$ cat src/rtl/uart_tx.sv
// ULX3S UART transmitter demo: repeatedly sends "Hello, ULX3S!\r\n" as 8N1 frames,
// with an idle gap after each message and the current byte shown on the LEDs.
module uart_tx #(
    parameter int CLKS_PER_BIT = 217,
    parameter int GAP_CLKS     = 25000
) (
    input  logic       clk_25mhz,
    input  logic       rst_n,
    output logic       ftdi_txd,
    output logic [7:0] led
);

    localparam int BW = (CLKS_PER_BIT > 1) ? $clog2(CLKS_PER_BIT) : 1;
    localparam int GW = (GAP_CLKS > 1) ? $clog2(GAP_CLKS) : 1;
    localparam logic [BW-1:0] BAUD_LAST  = BW'(CLKS_PER_BIT - 1);
    localparam logic [GW-1:0] GAP_LAST   = GW'(GAP_CLKS - 1);
    localparam logic [3:0]    LAST_INDEX = 4'd14;

    typedef enum logic [2:0] {
        WAIT,
        START,
        DATA,
        STOP,
        GAP
    } state_t;

    state_t        state;
    state_t        next_state;
    logic [BW-1:0] baud;
    logic [GW-1:0] gap_cnt;
    logic [2:0]    bit_cnt;
    logic [3:0]    index;
    logic [7:0]    shift;
    logic          bit_end;
    logic          gap_end;
    logic          txd_next;

    function automatic logic [7:0] rom(input logic [3:0] i);
        case (i)
            4'd0:    rom = 8'h48;
            4'd1:    rom = 8'h65;
            4'd2:    rom = 8'h6C;
            4'd3:    rom = 8'h6C;
            4'd4:    rom = 8'h6F;
            4'd5:    rom = 8'h2C;
            4'd6:    rom = 8'h20;
            4'd7:    rom = 8'h55;
            4'd8:    rom = 8'h4C;
            4'd9:    rom = 8'h58;
            4'd10:   rom = 8'h33;
            4'd11:   rom = 8'h53;
            4'd12:   rom = 8'h21;
            4'd13:   rom = 8'h0D;
            4'd14:   rom = 8'h0A;
            default: rom = 8'h00;
        endcase
    endfunction

    assign bit_end = (baud == BAUD_LAST);
    assign gap_end = (gap_cnt == GAP_LAST);

    always_ff @(posedge clk_25mhz or negedge rst_n) begin
        if (!rst_n) begin
            state <= WAIT;
        end else begin
            state <= next_state;
        end
    end

    always_comb begin
        next_state = state;
        txd_next   = 1'b1;
        case (state)
            WAIT: begin
                if (bit_end) next_state = START;
            end
            START: begin
                txd_next = 1'b0;
                if (bit_end) next_state = DATA;
            end
            DATA: begin
                txd_next = shift[0];
                if (bit_end && bit_cnt == 3'd7) next_state = STOP;
            end
            STOP: begin
                if (bit_end) next_state = (index == LAST_INDEX) ? GAP : START;
            end
            GAP: begin
                if (gap_end) next_state = START;
            end
            default: next_state = WAIT;
        endcase
    end

    // The line is registered from the current state, so it lags the state by one
    // cycle and the start bit lands on the same edge that loads the LEDs.
    always_ff @(posedge clk_25mhz or negedge rst_n) begin
        if (!rst_n) begin
            ftdi_txd <= 1'b1;
            led      <= 8'h00;
            baud     <= '0;
            gap_cnt  <= '0;
            bit_cnt  <= 3'd0;
            index    <= 4'd0;
            shift    <= 8'h00;
        end else begin
            ftdi_txd <= txd_next;
            baud     <= (state == GAP || bit_end) ? '0 : baud + BW'(1);
            gap_cnt  <= (state == GAP && !gap_end) ? gap_cnt + GW'(1) : '0;

            if (state == DATA) begin
                if (bit_end) bit_cnt <= bit_cnt + 3'd1;
            end else begin
                bit_cnt <= 3'd0;
            end

            if (state == START && baud == '0) begin
                shift <= rom(index);
                led   <= rom(index);
            end else if (state == DATA && bit_end) begin
                shift <= {1'b0, shift[7:1]};
            end

            if (state == STOP && bit_end && index != LAST_INDEX) begin
                index <= index + 4'd1;
            end else if ((state == GAP && gap_end) || state == WAIT) begin
                index <= 4'd0;
            end
        end
    end

endmodule

$ cat config.mk
export PLATFORM = sky130hd
export DESIGN_NAME = uart_tx
export DESIGN_NICKNAME = d
export VERILOG_FILES = /design/src/rtl/uart_tx.sv
export SDC_FILE = /design/constraint.sdc
export NUM_CORES = 1
export LEC_CHECK = 0
export ABC_AREA = 1
export CORE_MARGIN = 2
export CORE_UTILIZATION = 29
export CTS_CLUSTER_DIAMETER = 200
export DETAILED_ROUTE_END_ITERATION = 10
export DONT_BUFFER_PORTS = 1
export HOLD_SLACK_MARGIN = 0.1
export RECOVER_POWER = 100
export SYNTH_ARGS = -nofsm -noshare
export SYNTH_HDL_FRONTEND = slang
export SYNTH_SLANG_ARGS = --single-unit
$ cat constraint.sdc
create_clock -name clk_25mhz -period 2 [get_ports clk_25mhz]
set_input_delay 0.4 -clock clk_25mhz [delete_from_list [all_inputs] [get_ports clk_25mhz]]
set_output_delay 0.4 -clock clk_25mhz [all_outputs]
set_load 0.005 [all_outputs]
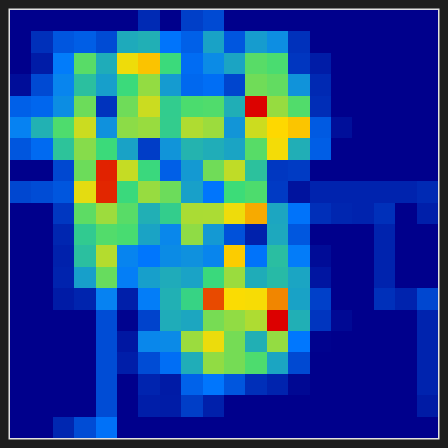
Figure 1: wire density map.
20 x 20 tiles, from dark blue (low) to red (high), scaled to the fullest tile. Values are wire area over tile area, all layers added.
emptiest ninth of the die: south-east
densest ninth of the die: centre
nearly empty tiles: 38%
mean over tiles: 0.080
tiles over half the peak: 17%

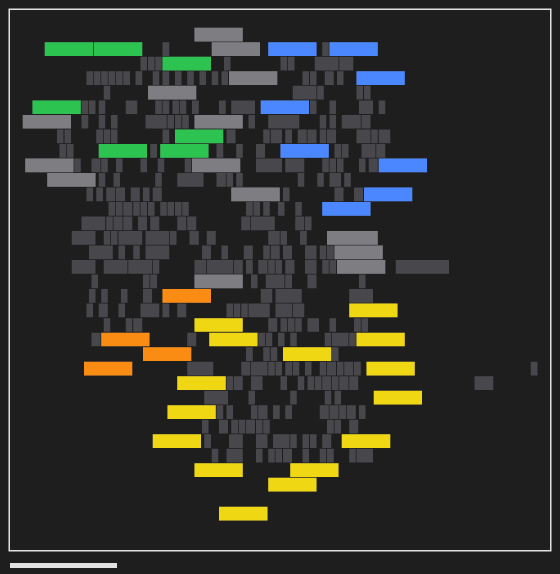
Figure 2: sequential cells coloured by netlist name.
Scale bar: 20 um. Other sequential cells in the stronger grey, the rest of the logic in the fainter grey.
[green] `shift` | placed flops: 7 | where: north-west
[yellow] `gap_cnt` | placed flops: 15
[orange] `index` | placed flops: 4
[blue] `baud` | placed flops: 8
not coloured: 14
area occupied by registers: 0.00120 sq mm
utilization after layout: 31.9%

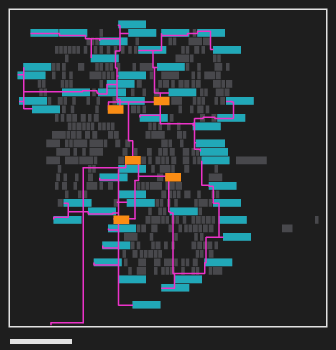
Figure 3: clock distribution.
Scale bar: 20 um.
[magenta] clock wires | length: 607 um
[cyan] flip-flops | count: 48
[orange] cells driving clock nets | count: 5
routed clock nets: 6

==> impl_report.txt <==
=== SYNTHESIS / PLACE & ROUTE SUMMARY ===
----------------------------------------------------
[Outcome]
  Status ........................ completed

[Final layout]
  Antenna diode instance count ........................ 0
  Number of flip-flops under the largest register name ........................ 15
  Dominant kind of cell ........................ combinational gates
  Count of nets after finishing ........................ 375
  Count of sequential standard cells ........................ between 40 and 50
  Combinational fraction of the cell area ........................ 45.8%
  Leading registers by flop count ........................ gap_cnt (15), baud (8)

[Worst setup path]
  Number of buffer and inverter instances along the worst setup path ........................ 2
  Kind of critical path ........................ register to register

[Die]
  Floorplan die height ........................ 101 um

[Timing]
  Headroom to the max-slew limit ........................ 58.5%
  Count of final hold-check violations ........................ 0
  Final setup viols ........................ 0

[Pwr]
  Leakage power total ........................ 1.43 nW
  Internal cell power ........................ 0.00122 W
  Sw Share ........................ 22.3%

[Synth]
  Synth mux share ........................ 0%
  Simple share ........................ a little under two fifths
  Sequential cell area fraction in the yosys report ........................ 43.9%
  Yosys synthesis chip area ........................ around 0.0027 sq mm

[GRT]
  Initial antenna violation count ........................ 0
  Global-route total usage across every layer ........................ ~12%

[Routing]
  Residual DRC ........................ 0
  Remaining antenna violation count ........................ 0
  Number of vias per cell ........................ about 4.7

[CTS]
  Maximum count of clock buffers along a single path ........................ 2
  Number of clock sinks ........................ ~48
  Clock latency reported for the late side of the worst-skew pair ........................ 0.30 ns

----------------------------------------------------
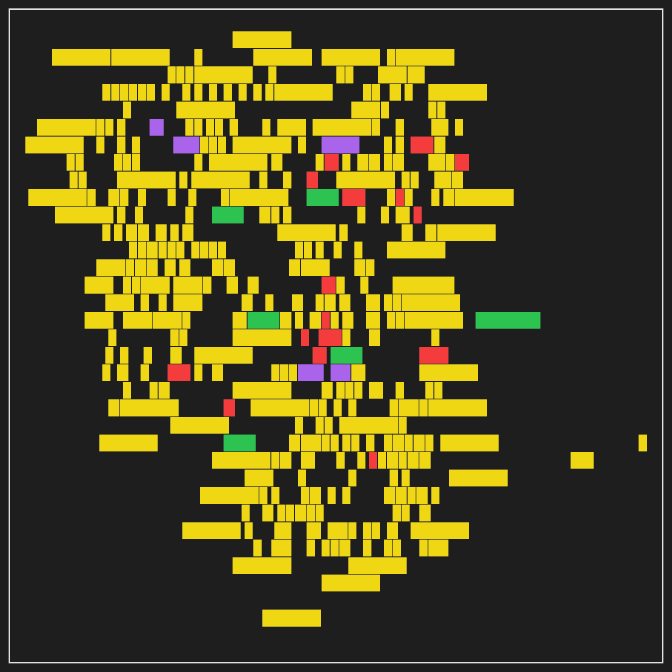
Figure 4: cell sizes after repair.
[green] drive 6 and up | cells: 6 | share: 1.7%
[purple] drive 3 to 4 | cells: 5 | share: 1.4%
[yellow] drive 1 or less | cells: 333 | share: 93%
[red] drive 2 | cells: 16 | share: 4.4%
area of all placed cells without fillers: 0.00293 sq mm
smallest setup slack after layout: 0.289 ns
total of plain and repair buffers excluding clock buffers: 2
signed area change from the synthesized netlist to the final layout: 7.04%

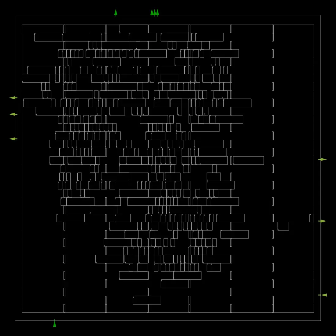
Figure 5: cell placement.
core area: 0.00920 sq mm
Rows: 35
non-filler instance count after layout: 471
count of fill cells added during filler insertion: 973
Tapcell Cnt: 111

-- metal layers --
layer	vias up	part of all wire (%)	track usage, %
met5	-	0	0
met4	0	1.1	4.05
met2	22	47	19.0
met1	1054	49	15.5
met3	4	2.2	2.07
li1	1132	-	-
-- power by group through the flow --
stage          clock (W)  sequential, W  combinational, W
2_1_floorplan          0       0.000989        0.00000183
3_3_place_gp           0       0.000989       0.000000406
3_5_place_dp           0       0.000989       0.000000406
4_1_cts         0.000595       0.000970         0.0000293
5_1_grt         0.000642       0.000970         0.0000324
6_report        0.000574       0.000969         0.0000270
-- final timing paths --
path | startpoint | to | slack (ns)
max | baud[0] | index[0] | 0.29
min | gap_cnt[0] | gap_cnt[0] | 0.46
max reg2reg | baud[0] | index[0] | 0.29
min reg2reg | gap_cnt[0] | gap_cnt[0] | 0.46
max in group asynchronous | rst_n | ftdi_txd | 1.12
min in group asynchronous | rst_n | state[0] | 0.63
-- cell usage after synthesis, drive strengths merged --
cell | number | area [sq um]
a31oi | 1 | 6.26
xnor2 | 2 | 17.5
nand4 | 5 | 31.3
nor3 | 13 | 97.6
o21ai | 14 | 73.8
conb | 1 | 3.75
ha | 14 | 175
nand3 | 24 | 140
or2 | 2 | 12.5
nor3b | 6 | 50.1
nand2 | 125 | 492
buf | 5 | 42.5
a21oi | 11 | 55.1
nor2 | 48 | 183
inv | 31 | 119
clkinv | 1 | 5.00
nor4 | 1 | 6.26
dfrtp | 47 | 1180
dfstp | 1 | 26.3
xor2 | 3 | 26.3
-- kinds of logic after synthesis --
| family | count (synthesis) |
|---|---|
| buf+inv | 37 |
| fa+ha+maj | 14 |
| simple gates | 224 |
| compound gates | 26 |
| other cells | 1 |
| xor+xnor | 5 |
| flops | 48 |
-- what timing repair did --
item	in CTS	in global routing
hold buffers	2	0
hold endpoints to repair	48	0
resized	0	0
Power figures rest on the tool's default switching activity, not on a simulated workload.
